Run 1, register map, names as in the netlist:
The bar under the picture is 20 µm long. Other sequential cells in the stronger grey, the rest of the logic in the fainter grey.
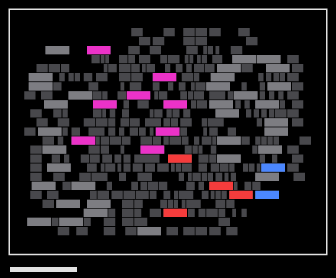
Run 1, gate-type map:
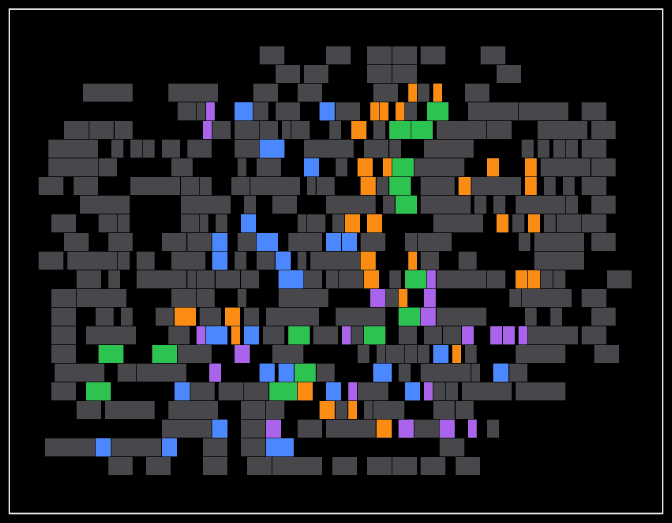
Run 1, routing congestion map:
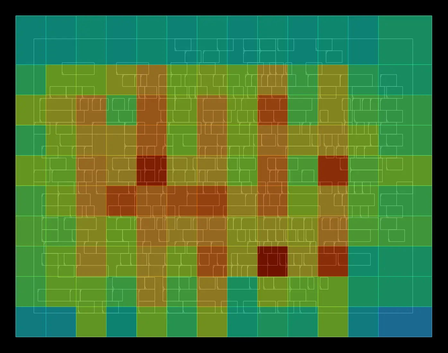
Run 1, clock network drawn from the DEF:
The bar under the picture is 20 µm long.
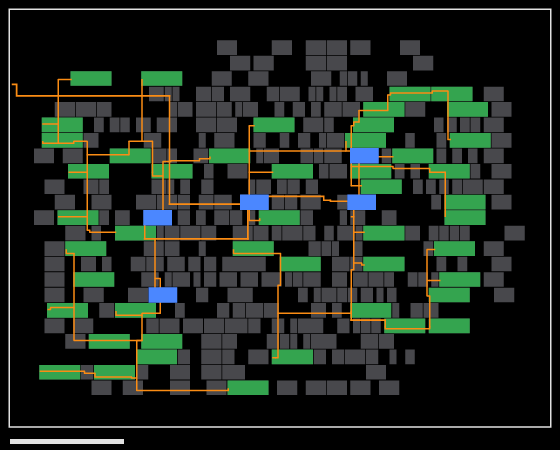
**config.mk**
```make
export PLATFORM = sky130hd
export DESIGN_NAME = bpf_alu_ctrl_flat
export DESIGN_NICKNAME = d
export VERILOG_FILES = /design/src/rtl/bpf_alu_ctrl_if.sv /design/src/rtl/bpf_alu_ctrl.sv /design/src/flat_wrapper.sv
export SDC_FILE = /design/constraint.sdc
export NUM_CORES = 1
export LEC_CHECK = 0
export CAP_MARGIN = 20
export CORE_ASPECT_RATIO = 0.75
export CORE_MARGIN = 4
export CORE_UTILIZATION = 40
export DETAILED_ROUTE_END_ITERATION = 6
export PLACE_DENSITY_LB_ADDON = 0.25
export SLEW_MARGIN = 10
export SYNTH_ARGS = -nofsm -noshare
export SYNTH_HDL_FRONTEND = slang
export SYNTH_SLANG_ARGS = --single-unit
export TNS_END_PERCENT = 100
```
**constraint.sdc**
```tcl
create_clock -name clk -period 3.1 [get_ports clk]
set_clock_uncertainty 0.1 [all_clocks]
set_input_delay 0.465 -clock clk [delete_from_list [all_inputs] [get_ports clk]]
set_output_delay 0.465 -clock clk [all_outputs]
set_load 0.01 [all_outputs]
```
**src/rtl/bpf_alu_ctrl_if.sv**
```systemverilog
// bpf_alu_ctrl_if: instruction, ALU-issue and response handshake bundle of the BPF execution controller.
interface bpf_alu_ctrl_if;
    logic       in_valid, in_ready, in_src, out_valid, out_ready, out_err;
    logic [7:0] in_op, in_imm, alu_op, alu_i1, alu_i2, alu_o, out_a;
    modport master (
        output in_valid, in_op, in_src, in_imm, alu_o, out_ready,
        input  in_ready, alu_op, alu_i1, alu_i2, out_valid, out_a, out_err
    );
    modport slave (
        input  in_valid, in_op, in_src, in_imm, alu_o, out_ready,
        output in_ready, alu_op, alu_i1, alu_i2, out_valid, out_a, out_err
    );
endinterface

```
**src/rtl/bpf_alu_ctrl.sv**
```systemverilog
// bpf_alu_ctrl: BPF A/X accumulator controller issuing ops to an 8-bit combinational ALU.
// Define BPF_ALU_CTRL_STATS_EN to add saturating op_count/err_count outputs.
module bpf_alu_ctrl #(
    parameter int         ALU_LAT = 1,
    parameter logic [7:0] A_RST   = 8'h00,
    parameter logic [7:0] X_RST   = 8'h00
) (
    input logic clk,
    input logic rst,
    bpf_alu_ctrl_if.slave bus
`ifdef BPF_ALU_CTRL_STATS_EN
    ,
    output logic [15:0] op_count,
    output logic [7:0]  err_count
`endif
);
    typedef enum logic [1:0] {IDLE, EXEC, RESP} state_t;
    state_t     state, state_n;
    logic [7:0] a, a_n, x, x_n, op, op_n, i1, i1_n, i2, i2_n, src;
    logic [3:0] cnt, cnt_n;
    logic       err, err_n, is_alu, is_ld, fault;
    assign bus.in_ready  = state == IDLE;
    assign bus.out_valid = state == RESP;
    assign bus.out_a     = a;
    assign bus.out_err   = err;
    assign bus.alu_op    = op;
    assign bus.alu_i1    = i1;
    assign bus.alu_i2    = i2;
    always_comb begin
        src     = bus.in_src ? x : bus.in_imm;
        is_alu  = bus.in_op inside {[8'd1:8'd7]};
        is_ld   = bus.in_op inside {[8'd8:8'd11]};
        fault   = !(is_alu || is_ld) || (bus.in_op == 8'd4 && src == 8'd0);
        state_n = state;
        a_n     = a;
        x_n     = x;
        op_n    = op;
        i1_n    = i1;
        i2_n    = i2;
        cnt_n   = cnt;
        err_n   = err;
        case (state)
            IDLE: if (bus.in_valid) begin
                state_n = (is_alu && !fault) ? EXEC : RESP;
                err_n   = fault;
                if (is_alu && !fault) begin
                    op_n  = bus.in_op;
                    i1_n  = a;
                    i2_n  = src;
                    cnt_n = 4'(ALU_LAT);
                end
                if (is_ld) begin
                    a_n = bus.in_op == 8'd8 ? src : bus.in_op == 8'd11 ? x : a;
                    x_n = bus.in_op == 8'd9 ? src : bus.in_op == 8'd10 ? a : x;
                end
            end
            EXEC: begin
                cnt_n = cnt - 4'd1;
                if (cnt == 4'd1) begin
                    a_n     = bus.alu_o;
                    op_n    = 8'd0;
                    state_n = RESP;
                end
            end
            RESP: state_n = bus.out_ready ? IDLE : RESP;
            default: state_n = IDLE;
        endcase
    end
    always_ff @(posedge clk) begin
        if (rst) begin
            state <= IDLE;
            a     <= A_RST;
            x     <= X_RST;
            op    <= 8'd0;
            i1    <= 8'd0;
            i2    <= 8'd0;
            cnt   <= 4'd0;
            err   <= 1'b0;
        end else begin
            state <= state_n;
            a     <= a_n;
            x     <= x_n;
            op    <= op_n;
            i1    <= i1_n;
            i2    <= i2_n;
            cnt   <= cnt_n;
            err   <= err_n;
        end
    end
`ifdef BPF_ALU_CTRL_STATS_EN
    always_ff @(posedge clk) begin
        if (rst) begin
            op_count  <= 16'd0;
            err_count <= 8'd0;
        end else if (state == RESP && bus.out_ready) begin
            if (op_count != 16'hFFFF) op_count <= op_count + 16'd1;
            if (err && err_count != 8'hFF) err_count <= err_count + 8'd1;
        end
    end
`endif
endmodule
```
**src/flat_wrapper.sv**
```systemverilog
// flat-port wrapper written by rule: the top's interface ports become plain ports
module bpf_alu_ctrl_flat 
#(
    parameter int         ALU_LAT = 1,
    parameter logic [7:0] A_RST   = 8'h00,
    parameter logic [7:0] X_RST   = 8'h00
)
  (clk, rst, bus_in_valid, bus_in_op, bus_in_src, bus_in_imm, bus_alu_o, bus_out_ready, bus_in_ready, bus_alu_op, bus_alu_i1, bus_alu_i2, bus_out_valid, bus_out_a, bus_out_err);
  bpf_alu_ctrl_if bus_i ();
  input logic clk;
  input logic rst;
  input wire logic [$bits(bus_i.in_valid)-1:0] bus_in_valid;
  input wire logic [$bits(bus_i.in_op)-1:0] bus_in_op;
  input wire logic [$bits(bus_i.in_src)-1:0] bus_in_src;
  input wire logic [$bits(bus_i.in_imm)-1:0] bus_in_imm;
  input wire logic [$bits(bus_i.alu_o)-1:0] bus_alu_o;
  input wire logic [$bits(bus_i.out_ready)-1:0] bus_out_ready;
  output wire logic [$bits(bus_i.in_ready)-1:0] bus_in_ready;
  output wire logic [$bits(bus_i.alu_op)-1:0] bus_alu_op;
  output wire logic [$bits(bus_i.alu_i1)-1:0] bus_alu_i1;
  output wire logic [$bits(bus_i.alu_i2)-1:0] bus_alu_i2;
  output wire logic [$bits(bus_i.out_valid)-1:0] bus_out_valid;
  output wire logic [$bits(bus_i.out_a)-1:0] bus_out_a;
  output wire logic [$bits(bus_i.out_err)-1:0] bus_out_err;
  assign bus_i.in_valid = bus_in_valid;
  assign bus_i.in_op = bus_in_op;
  assign bus_i.in_src = bus_in_src;
  assign bus_i.in_imm = bus_in_imm;
  assign bus_i.alu_o = bus_alu_o;
  assign bus_i.out_ready = bus_out_ready;
  assign bus_in_ready = bus_i.in_ready;
  assign bus_alu_op = bus_i.alu_op;
  assign bus_alu_i1 = bus_i.alu_i1;
  assign bus_alu_i2 = bus_i.alu_i2;
  assign bus_out_valid = bus_i.out_valid;
  assign bus_out_a = bus_i.out_a;
  assign bus_out_err = bus_i.out_err;
  bpf_alu_ctrl #(.ALU_LAT(ALU_LAT), .A_RST(A_RST), .X_RST(X_RST)) u_core (.clk(clk), .rst(rst), .bus(bus_i));
endmodule
```
==> notes.md, run 1 <==
Implementation results.

For reference, the clock transition at the flip-flops on the worst setup and hold paths is 0.09 ns. The total clock buffers created by CTS is 5. The portion of synthesized cell area occupied by the leading cell type is 41.4%.

The capture endpoint of the worst hold path is u_core.bus.alu_op[7]. The via count of the first global-routing pass is 2073. sky130_fd_sc_hd__dfxtp_1 takes more of the synthesized area than any other cell. Once detail routing completed, the nets flagged for antenna violations numbered 0. After layout, the worst setup slack is 0.439 ns. The proportion of power drawn by flip-flops and latches is 52.3%. The path class of the lowest-slack min-delay path is flop to flop. The timing report attributes the biggest portion of critical-path delay to simple AND/OR/NAND/NOR gates. Per the STA report, the cell with the highest stage delay on the worst path is sky130_fd_sc_hd__or4_4. The number of rows in the core area is 23.

The total of endpoints with negative setup slack in the final report is 0. Per the log, the first TritonRoute iteration ended with a DRC count of 135. The clock insertion delay at the later pin of the skew report is 0.30 ns. At the worst endpoint, the arrival time is 2.80 ns. By area the synthesized netlist is led by sky130_fd_sc_hd__dfxtp_1 41%, sky130_fd_sc_hd__mux2i_1 7.1%, sky130_fd_sc_hd__a21oi_1 6.4%. Counting along the longest clock path gives a buffer depth of 2. The cell count after placement is 396. The finished cells cover 0.00314 mm².

The number of nets in the final layout is 361. The fraction of power consumed by the clock network is 31.8%. Derived from the worst setup path, the maximum achievable clock frequency is 376 MHz. The wire length the detailed router placed on met1 is 3180 µm. The count of fill cells added during filler insertion is 524.

The synthesized flop and latch total is 47. The worst hold path begins at u_core.bus.alu_op[7]. The placement summary gives the final routability congestion estimate as 0.847. The worst slack after detailed placement is 0.142 ns. The area of the core is 0.00541 mm². The maximum number of pins on one net before global-route repair is 31.

In this run, the synthesized area fraction spent on adder and majority cells is recorded as 1.10%. The area used by multi-input combinational logic is 0.00123 mm². Per STA, the startpoint of the critical path is bus_in_op[4].

The met1 capacity usage during global routing is 29.3%. Measured along the x axis, the die boundary spans 95.0 µm. The run finished with clean final reports.
-- 'register map, names as in the netlist' (at the start) --
magenta -> u_core.x  # placed flops 8
red -> u_core.cnt  # placed flops 4, where bottom middle
blue -> u_core.state  # placed flops 2
not coloured = 33
sequential cell power: 632 µW
footprint of the flip-flops and latches: 941 µm²
sequential share of cell area: 30.0%
core occupancy in the finished layout: 58.0%

-- 'gate-type map' (at the start) --
green -> non-inverting ao/oa cells  # cells 15
orange -> nand cells  # cells 31
blue -> and/or cells  # cells 26
purple -> nor cells  # cells 20
post-route non-filler standard cell count: 406
most numerous logic cell after layout: sky130_fd_sc_hd__clkdlybuf4s50_1
proportion of cell area occupied by multi-input gates: 39.1%

-- 'routing congestion map' (at the start) --
final routed wire length divided by cell count: 15.5 µm
GR Util All Layers: 19.0%
routing usage on met2: 26.6%

-- 'clock network drawn from the DEF' (at the start) --
blue -> clock-net drivers  # count 5
orange -> clock wires  # length 565 µm
green -> flip-flops  # count 47
routed clock nets = 6

run 1: layout make-up:
cell class                      count  share of cell area (%)
Multi-Input combinational cell    186                    39.1
Timing Repair Buffer               78                    23.5
Inverter                           12                    1.43
Sequential cell                    47                    30.0
Tap cell                           75                    2.99
Clock buffer                        5                    2.19
Clock inverter                      3                   0.797
run 1: logic make-up after synthesis:
| kind of cell | after synthesis |
|---|---|
| simple gates | 77 |
| xor+xnor | 1 |
| flops | 47 |
| fa+ha+maj | 2 |
| mux | 16 |
| buf+inv | 26 |
| compound gates | 90 |
run 1: stage by stage:
stage                     hold slack [ns]  total power [mW]
after floorplan                     0.344             0.738
final                               0.365              1.21
after CTS                           0.369              1.21
after global placement              0.341             0.831
after detailed placement            0.347             0.834
after global routing                0.386              1.26
## Run 2: what changed since run 1
Settings changed: CORE_ASPECT_RATIO 0.75 to unset.
==> run 2 against run 1 <==
  * Via count up 1.7%
  * First-iteration DRC count shrank 18%
  * Design area about the same
==> notes.md, run 2 <==
Implementation results.

The run finished with clean final reports. Across all hold checks on the routed design, the worst slack comes to 0.360 ns. Cells fill 57.1% of the core in the end.

Setup slack on the worst path after placement came out at 0.128 ns. The origin of the worst min-delay path is u_core.bus.alu_op[3]. The proportion of power drawn by flip-flops and latches is 51.7%. Across the whole layout, storage elements account for 941 µm². The power drawn by the sequential cells is 631 µW. The layout report lists the multi-input gate area as 0.00123 mm².

The arrival time of data at the critical path endpoint is 2.83 ns. The number of rows in the core area is 27. Tracing the worst setup path back leads to its startpoint at bus_in_src.

The routed design shows a wire length per standard cell of 15.3 µm. The total routing usage reported by global routing is 18.0%. The count of fill cells added during filler insertion is 519. Per the post-CTS timing run, clock transition at the registers of the reported paths is 0.08 ns. Of all cell types, the one taking the most synthesized area is sky130_fd_sc_hd__dfxtp_1.

The post-synth register bit count is 47. The routability congestion estimate is 0.840. For this block, wires on met1 add up to 2710 µm. Of the post-synthesis cell area, the dominant cell type holds 41.4%.

The total clock buffers created by CTS is 5. Summing all non-filler instances in the final layout gives an area of 0.00314 mm². In this run the horizontal extent of the chip is 83.3 µm. The net count of the finished layout is 359. The met2 track demand over resource is 30.0%. The met1 capacity usage during global routing is 23.1%. The area of the core is 0.00551 mm². According to the hold report, the worst path is of the flop to flop type.

The total of endpoints with negative setup slack in the final report is 0. The via count of the first global-routing pass was 2138. The filler-free cell count of the finished design is 401. The cell count after placement is 393. The clock network is responsible for 33.1% of the overall power.
[run 2: worst min-delay path by stage]
| stage | slack, ns | endpoint | cells after the start |
|---|---|---|---|
| after floorplan | 0.34 | u_core.x[1] | 2 |
| after global placement | 0.34 | u_core.bus.alu_op[3] | 1 |
| after detailed placement | 0.35 | u_core.bus.alu_op[3] | 1 |
| after CTS | 0.37 | u_core.bus.alu_op[3] | 1 |
| after global routing | 0.40 | u_core.bus.alu_op[7] | 1 |
| final | 0.36 | u_core.bus.alu_op[3] | 1 |
[run 2: final cells by class]
cell class / count / area share (%)
sequential: 47 / 29.9
inverter: 12 / 1.43
clock buffer: 8 / 3.19
multi-input combinational: 186 / 39.3
tap: 72 / 2.87
timing repair buffer: 76 / 23.3
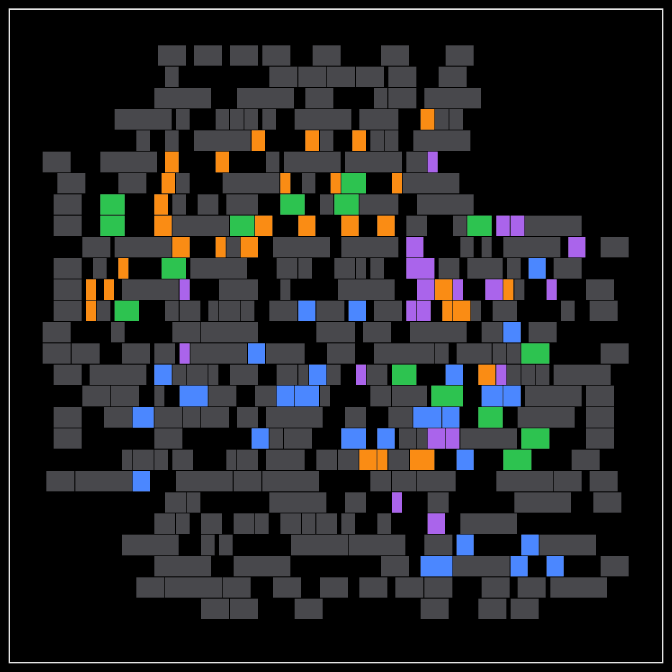
Run 2: gate-type map
orange -> nand cells  # cells 31
green -> non-inverting ao/oa cells  # cells 15
blue -> and/or cells  # cells 26
purple -> nor cells  # cells 20

Power figures rest on the tool's default switching activity, not on a simulated workload.
